===== src/rtl/muldiv_pkg.sv =====
// Shared encodings and width for the HI/LO multiply/divide unit.
// Op codes match the two-bit op port: op[1] selects divide, op[0] selects unsigned.
package muldiv_pkg;

  localparam int WIDTH = 32;

  typedef enum logic [1:0] {
    OP_MULT  = 2'b00,
    OP_MULTU = 2'b01,
    OP_DIV   = 2'b10,
    OP_DIVU  = 2'b11
  } op_e;

  typedef enum logic [1:0] {
    ST_IDLE = 2'd0,
    ST_MUL  = 2'd1,
    ST_DIV  = 2'd2
  } state_e;

endpackage


===== src/rtl/sign_mag.sv =====
// Conditional two's-complement negator; purely combinational, zero latency.
// Used for operand magnitudes on the way in and for sign fix-up on the way out.
module sign_mag #(
  parameter int W = 32
) (
  input  logic         neg,
  input  logic [W-1:0] din,
  output logic [W-1:0] dout
);

  assign dout = neg ? (~din + {{(W-1){1'b0}}, 1'b1}) : din;

endmodule


===== src/rtl/muldiv_unit.sv =====
// HI/LO multiply/divide: WIDTH-cycle shift-add / restoring divide, busy stalls MFHI/MFLO, done pulses on writeback.
// Build option MULDIV_FAST_MULT_EN: MULT/MULTU finish the cycle after start with a combinational multiply, busy stays low.
module muldiv_unit
  import muldiv_pkg::*;
#(
  parameter int WIDTH = muldiv_pkg::WIDTH,
  parameter int CNT_W = 6
) (
  input  logic             clk,
  input  logic             rst_n,
  input  logic             start,
  input  logic [1:0]       op,
  input  logic [WIDTH-1:0] A,
  input  logic [WIDTH-1:0] B,
  input  logic             hi_we,
  input  logic             lo_we,
  input  logic [WIDTH-1:0] wdata,
  output logic             busy,
  output logic             done,
  output logic [WIDTH-1:0] hi,
  output logic [WIDTH-1:0] lo
);

  localparam logic [CNT_W-1:0] LAST = CNT_W'(WIDTH - 1);

  state_e             state_q, state_d;
  logic [CNT_W-1:0]   cnt_q, cnt_d;
  logic [WIDTH-1:0]   hi_q, hi_d, lo_q, lo_d;
  logic               done_q, done_d;
  // acc: running product high word / partial remainder; sh: multiplier / dividend-then-quotient
  logic [WIDTH-1:0]   acc_q, acc_d, sh_q, sh_d;
  logic [WIDTH-1:0]   b_q, b_d, a_raw_q, a_raw_d;
  logic               neg_res_q, neg_res_d, neg_rem_q, neg_rem_d;
  logic               b_zero_q, b_zero_d;
`ifdef MULDIV_FAST_MULT_EN
  logic               fast_q, fast_d;
`endif

  logic               is_signed, start_ok;
  logic [WIDTH-1:0]   a_mag, b_mag;
  logic [WIDTH:0]     mul_sum, div_sh, div_diff;
  logic               div_ge;
  logic [WIDTH-1:0]   mul_hi_nx, mul_lo_nx, rem_nx, quot_nx;
  logic [2*WIDTH-1:0] prod_raw, prod_fix;
  logic [WIDTH-1:0]   quot_fix, rem_fix;

  assign is_signed = (op == OP_MULT) || (op == OP_DIV);

  sign_mag #(.W(WIDTH)) u_mag_a (.neg(is_signed & A[WIDTH-1]), .din(A), .dout(a_mag));
  sign_mag #(.W(WIDTH)) u_mag_b (.neg(is_signed & B[WIDTH-1]), .din(B), .dout(b_mag));

  // One LSB-first shift-add step; the carry out of the add becomes the new top bit.
  assign mul_sum   = sh_q[0] ? ({1'b0, acc_q} + {1'b0, b_q}) : {1'b0, acc_q};
  assign mul_hi_nx = mul_sum[WIDTH:1];
  assign mul_lo_nx = {mul_sum[0], sh_q[WIDTH-1:1]};

  // One restoring-divide step: bring in the next dividend bit, subtract if it fits.
  assign div_sh   = {acc_q, sh_q[WIDTH-1]};
  assign div_diff = div_sh - {1'b0, b_q};
  assign div_ge   = (div_sh >= {1'b0, b_q});
  assign rem_nx   = div_ge ? div_diff[WIDTH-1:0] : div_sh[WIDTH-1:0];
  assign quot_nx  = {sh_q[WIDTH-2:0], div_ge};

`ifdef MULDIV_FAST_MULT_EN
  assign prod_raw = {{WIDTH{1'b0}}, sh_q} * {{WIDTH{1'b0}}, b_q};
  assign start_ok = start && (state_q == ST_IDLE) && !fast_q;
`else
  assign prod_raw = {mul_hi_nx, mul_lo_nx};
  assign start_ok = start && (state_q == ST_IDLE);
`endif

  sign_mag #(.W(2*WIDTH)) u_fix_prod (.neg(neg_res_q), .din(prod_raw), .dout(prod_fix));
  sign_mag #(.W(WIDTH))   u_fix_quot (.neg(neg_res_q), .din(quot_nx),  .dout(quot_fix));
  sign_mag #(.W(WIDTH))   u_fix_rem  (.neg(neg_rem_q), .din(rem_nx),   .dout(rem_fix));

  always_comb begin
    state_d   = state_q;
    cnt_d     = cnt_q;
    hi_d      = hi_q;
    lo_d      = lo_q;
    done_d    = 1'b0;
    acc_d     = acc_q;
    sh_d      = sh_q;
    b_d       = b_q;
    a_raw_d   = a_raw_q;
    neg_res_d = neg_res_q;
    neg_rem_d = neg_rem_q;
    b_zero_d  = b_zero_q;
`ifdef MULDIV_FAST_MULT_EN
    fast_d    = 1'b0;
`endif
    case (state_q)
      ST_IDLE: begin
        if (hi_we) hi_d = wdata;
        if (lo_we) lo_d = wdata;
`ifdef MULDIV_FAST_MULT_EN
        if (fast_q) begin
          hi_d   = prod_fix[2*WIDTH-1:WIDTH];
          lo_d   = prod_fix[WIDTH-1:0];
          done_d = 1'b1;
        end
`endif
        if (start_ok) begin
          acc_d     = '0;
          sh_d      = a_mag;
          b_d       = b_mag;
          a_raw_d   = A;
          neg_res_d = is_signed & (A[WIDTH-1] ^ B[WIDTH-1]);
          neg_rem_d = is_signed & A[WIDTH-1];
          b_zero_d  = (B == '0);
          cnt_d     = '0;
          if (op[1]) begin
            state_d = ST_DIV;
          end else begin
`ifdef MULDIV_FAST_MULT_EN
            fast_d  = 1'b1;
`else
            state_d = ST_MUL;
`endif
          end
        end
      end
      ST_MUL: begin
        acc_d = mul_hi_nx;
        sh_d  = mul_lo_nx;
        cnt_d = cnt_q + CNT_W'(1);
        if (cnt_q == LAST) begin
          state_d = ST_IDLE;
          cnt_d   = '0;
          hi_d    = prod_fix[2*WIDTH-1:WIDTH];
          lo_d    = prod_fix[WIDTH-1:0];
          done_d  = 1'b1;
        end
      end
      ST_DIV: begin
        acc_d = rem_nx;
        sh_d  = quot_nx;
        cnt_d = cnt_q + CNT_W'(1);
        if (cnt_q == LAST) begin
          state_d = ST_IDLE;
          cnt_d   = '0;
          done_d  = 1'b1;
          // Divide by zero reports the raw dividend, not the sign-fixed magnitude.
          if (b_zero_q) begin
            hi_d = a_raw_q;
            lo_d = '1;
          end else begin
            hi_d = rem_fix;
            lo_d = quot_fix;
          end
        end
      end
      default: state_d = ST_IDLE;
    endcase
  end

  always_ff @(posedge clk) begin
    if (!rst_n) begin
      state_q   <= ST_IDLE;
      cnt_q     <= '0;
      hi_q      <= '0;
      lo_q      <= '0;
      done_q    <= 1'b0;
      acc_q     <= '0;
      sh_q      <= '0;
      b_q       <= '0;
      a_raw_q   <= '0;
      neg_res_q <= 1'b0;
      neg_rem_q <= 1'b0;
      b_zero_q  <= 1'b0;
`ifdef MULDIV_FAST_MULT_EN
      fast_q    <= 1'b0;
`endif
    end else begin
      state_q   <= state_d;
      cnt_q     <= cnt_d;
      hi_q      <= hi_d;
      lo_q      <= lo_d;
      done_q    <= done_d;
      acc_q     <= acc_d;
      sh_q      <= sh_d;
      b_q       <= b_d;
      a_raw_q   <= a_raw_d;
      neg_res_q <= neg_res_d;
      neg_rem_q <= neg_rem_d;
      b_zero_q  <= b_zero_d;
`ifdef MULDIV_FAST_MULT_EN
      fast_q    <= fast_d;
`endif
    end
  end

  assign busy = (state_q != ST_IDLE);
  assign done = done_q;
  assign hi   = hi_q;
  assign lo   = lo_q;

endmodule


===== config.mk =====
export PLATFORM = sky130hd
export DESIGN_NAME = muldiv_unit
export DESIGN_NICKNAME = d
export VERILOG_FILES = /design/src/rtl/muldiv_pkg.sv /design/src/rtl/sign_mag.sv /design/src/rtl/muldiv_unit.sv
export SDC_FILE = /design/constraint.sdc
export NUM_CORES = 1
export LEC_CHECK = 0
export CAP_MARGIN = 20
export CORE_UTILIZATION = 55
export DETAILED_ROUTE_END_ITERATION = 10
export HOLD_SLACK_MARGIN = 0.1
export PLACE_DENSITY = 0.81
export SLEW_MARGIN = 40
export SYNTH_ARGS = -nofsm -noshare
export SYNTH_HDL_FRONTEND = slang
export SYNTH_SLANG_ARGS = --single-unit

===== constraint.sdc =====
create_clock -name clk -period 6.35 [get_ports clk]
set_input_delay 1.27 -clock clk [delete_from_list [all_inputs] [get_ports clk]]
set_output_delay 1.27 -clock clk [all_outputs]
set_load 0.01 [all_outputs]

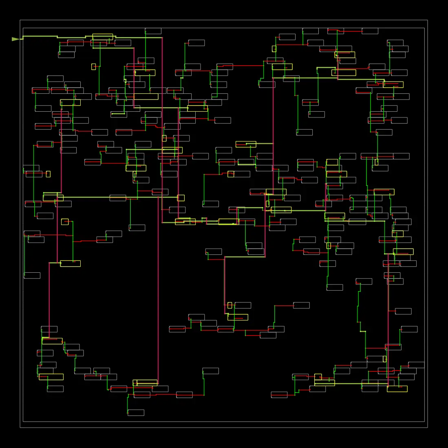
(clock nets)
clk pwr: 1.50 mW
clk ins delay skew pair: 0.55 ns
CTS Buf Count: 25

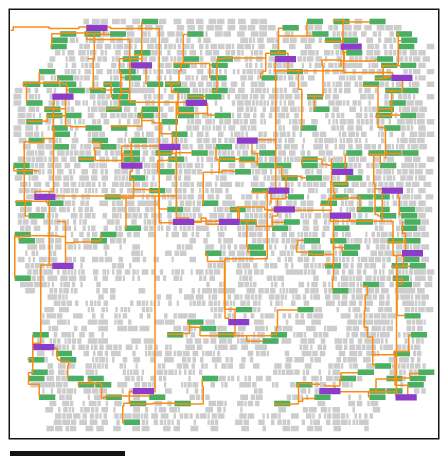
(clock wires, drivers and flops)
The bar under the picture is 50 um long.
Key: purple = clock drivers [count 25]; green = flip-flops [count 204]; orange = clock wires [length 3240 um]
There are 26 routed clock nets.

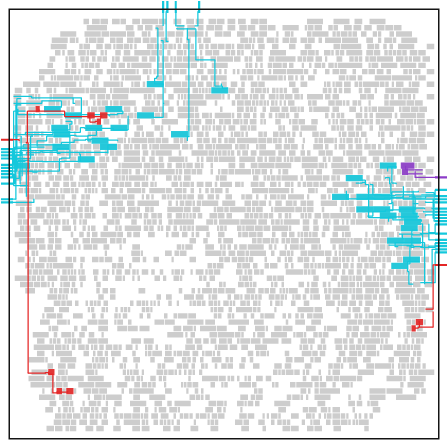
(port wiring)
Key: red = `op` [bits 2, direction input, edge 1 west, 1 east, end cells 9, wire 231 um]; purple = `lo_we` [bits 1, direction input, edge east, end cells 2, wire 27.9 um]; cyan = `hi` [bits 32, direction output, edge 16 east, 12 west, 4 north, end cells 32, wire 1440 um]

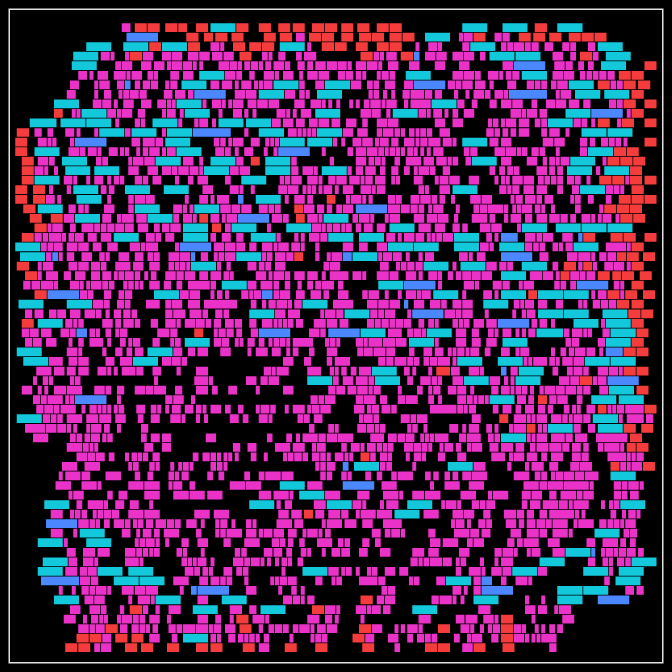
(cell classes on the final placement)
Key: red = other buffers and delay cells [cells 192, share of their area 9.0%]; magenta = combinational and other logic [cells 2159, share of their area 67%]; blue = clock drivers and dummy loads [cells 45, share of their area 4.0%]; cyan = flops [cells 204, share of their area 20%]

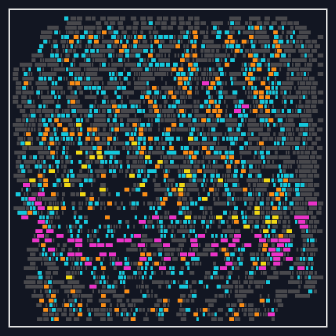
(selected gate families)
Key: magenta = adder and majority cells [cells 75, where a horizontal strip, bottom]; yellow = multiplexers [cells 41, where a horizontal strip, middle]; cyan = inverting AOI/OAI gates [cells 695, where widely spread]; orange = XOR/XNOR gates [cells 197, where widely spread]

==> flow_summary_export.csv <==
group,metric,value,unit
layout,lay_top_count,"nand2_1",
worst_setup_path,crit_path_frequent_cell,"o211ai_1",
synthesis,synth_chip_area,18600,um^2
worst_setup_path,cpPeakStageDelay,0.64,ns
synthesis,async_reset_ff_share,0,%
global_route,busiest_layer,"met2",
sta,setup_viol_count_final,0,
die,row_count,66,
global_route,track_usage,39.0,%
detailed_routing,vias,20600,
synthesis,ys_seq_share,22.0,%
worst_setup_path,slowest_stage,"clkinv_1",
sta,finalHoldViolCount,0,
pwr,internal_power,2.94,mW
pwr,sequentialPowerShare,33.1,%
global_route,grt_pass1_wl,106000,um
layout,final_util,64.3,%
detailed_routing,wire_per_inst,22.7,um
synthesis,syn-num-nets,2737,
global_route,grt.overflow.total,0,
flow_run,cap_violations,0,
sta,maxSlewHeadroom,42.0,%
placed_design,dpl.hpwl,50700,um
detailed_routing,first_pass_iters,6,
pwr,p_total,4.78,mW
sta,worst_slew_pin_slew,0.862,ns
run_status,status,"finished, final reports clean",
synthesis,synthFlopType,"dfxtp_1",
die,initial_core_util,56.6,%
clocking,clkTransAtPathRegs,0.06,ns
synthesis,syn_avg_cell_area,7.27,um^2
sta,finalClockSkew,0.0106,ns
clocking,cts-root-buf,"clkbuf_16",
die,fp.coreArea,32900,um^2
placed_design,io_buffers,168,
global_route,grt_max_degree,90,
synthesis,synthesis.area,18600,um^2
pwr,p_leak,8.12,nW
clocking,holdBufCountCts,0,
worst_setup_path,path_cells,"ha_1, and4_1, and2_1, o211ai_1, a211oi_1, or3_2, clkinv_1, buf_4, a211o_1, a21oi_1, o2111ai_4, or4_1, o21a_1, nand4b_1, o211ai_1",
sta,maxSlewViolCount,0,
cell type report:
| cell class | instances | area (um^2) |
|---|---|---|
| Multi-Input combinational cell | 2083 | 13500 |
| Sequential cell | 204 | 4090 |
| Clock inverter | 14 | 159 |
| Clock buffer | 31 | 668 |
| Fill cell | 2936 | 11700 |
| Tap cell | 442 | 553 |
| Inverter | 76 | 285 |
| Timing Repair Buffer | 192 | 1860 |
final timing paths:
kind	from	slack [ns]	depth (start not counted)	end
worst max-delay path	acc_q[9]	1.08	15	hi[31]
worst min-delay path	a_raw_q[18]	0.47	2	a_raw_q[18]
worst max register to register	acc_q[9]	1.08	15	hi[31]
worst min register to register	a_raw_q[18]	0.47	2	a_raw_q[18]
power by group through the flow:
stage | Sequential, mW | Clock, mW | Combinational [mW]
after floorplan | 1.53 | 0 | 1.10
after global placement | 1.59 | 0 | 1.61
after detailed placement | 1.60 | 0 | 1.64
after CTS | 1.57 | 1.50 | 1.65
after global routing | 1.59 | 1.54 | 1.82
final | 1.58 | 1.50 | 1.70
per-stage QoR:
stage	instances	setup slack, ns	hold WS (ns)	instance area [um^2]
detailed placement	2997	1.37	0.456	20300
global placement	2997	1.42	0.453	20300
floorplan	2559	2.08	0.438	18600
finish	3042	1.08	0.468	21100
CTS	3042	1.47	0.465	21100
global route	3042	0.906	0.483	21100
cell usage after synthesis (57+ instances only):
library cell  count  area [um^2]
nand2_1         372         1400
dfxtp_1         204         4080
a21oi_1         170          851
clkbuf_1        169          634
o21ai_0         167          836
nor2_1          137          514
xnor2_1         137         1200
nor2b_1          83          519
a21boi_0         80          601
inv_1            74          278
a221oi_1         73          639
ha_1             73          913
nor3_1           66          330
xor2_1           60          526
nand3_1          57          285
routing by layer:
layer  wire [um]  share of wire (%)  up-vias
met5           0                  0        -
met1       27100                 39     9636
met2       30000                 44     1297
met4        4000                5.8        0
met3        7820                 11      296
li1            -                  -     9361
state kept, by name (all words and copies together), names as in the netlist:
signal,cells
cnt_q,6
hi,32
b_zero_q,1
b_q,32
sh_q,32
neg_rem_q,1
done,1
state_q,2
a_raw_q,32
acc_q,32
lo,32
neg_res_q,1
critical path, delay by kind of cell (launching register included):
kind / cells / cell delay, ns
buf+inv: 2 / 1.12
flops: 1 / 0.41
compound gates: 7 / 1.63
simple gates: 5 / 1.41
fa+ha+maj: 1 / 0.56
cells by family (layout without fill, tap and decap cells):
kind of cell,count (synthesis),after routing,share of synthesized area (%)
buffers and inverters,272,313,5.65
DFF,204,204,22.0
xor gates and xnor gates,197,197,9.28
and+or+nand+nor,930,930,24.5
muxes,41,41,2.29
AOI/OAI and AO/OA,840,840,31.2
adders and majority gates,75,75,5.13
Power is estimated from default activity; no workload was simulated.
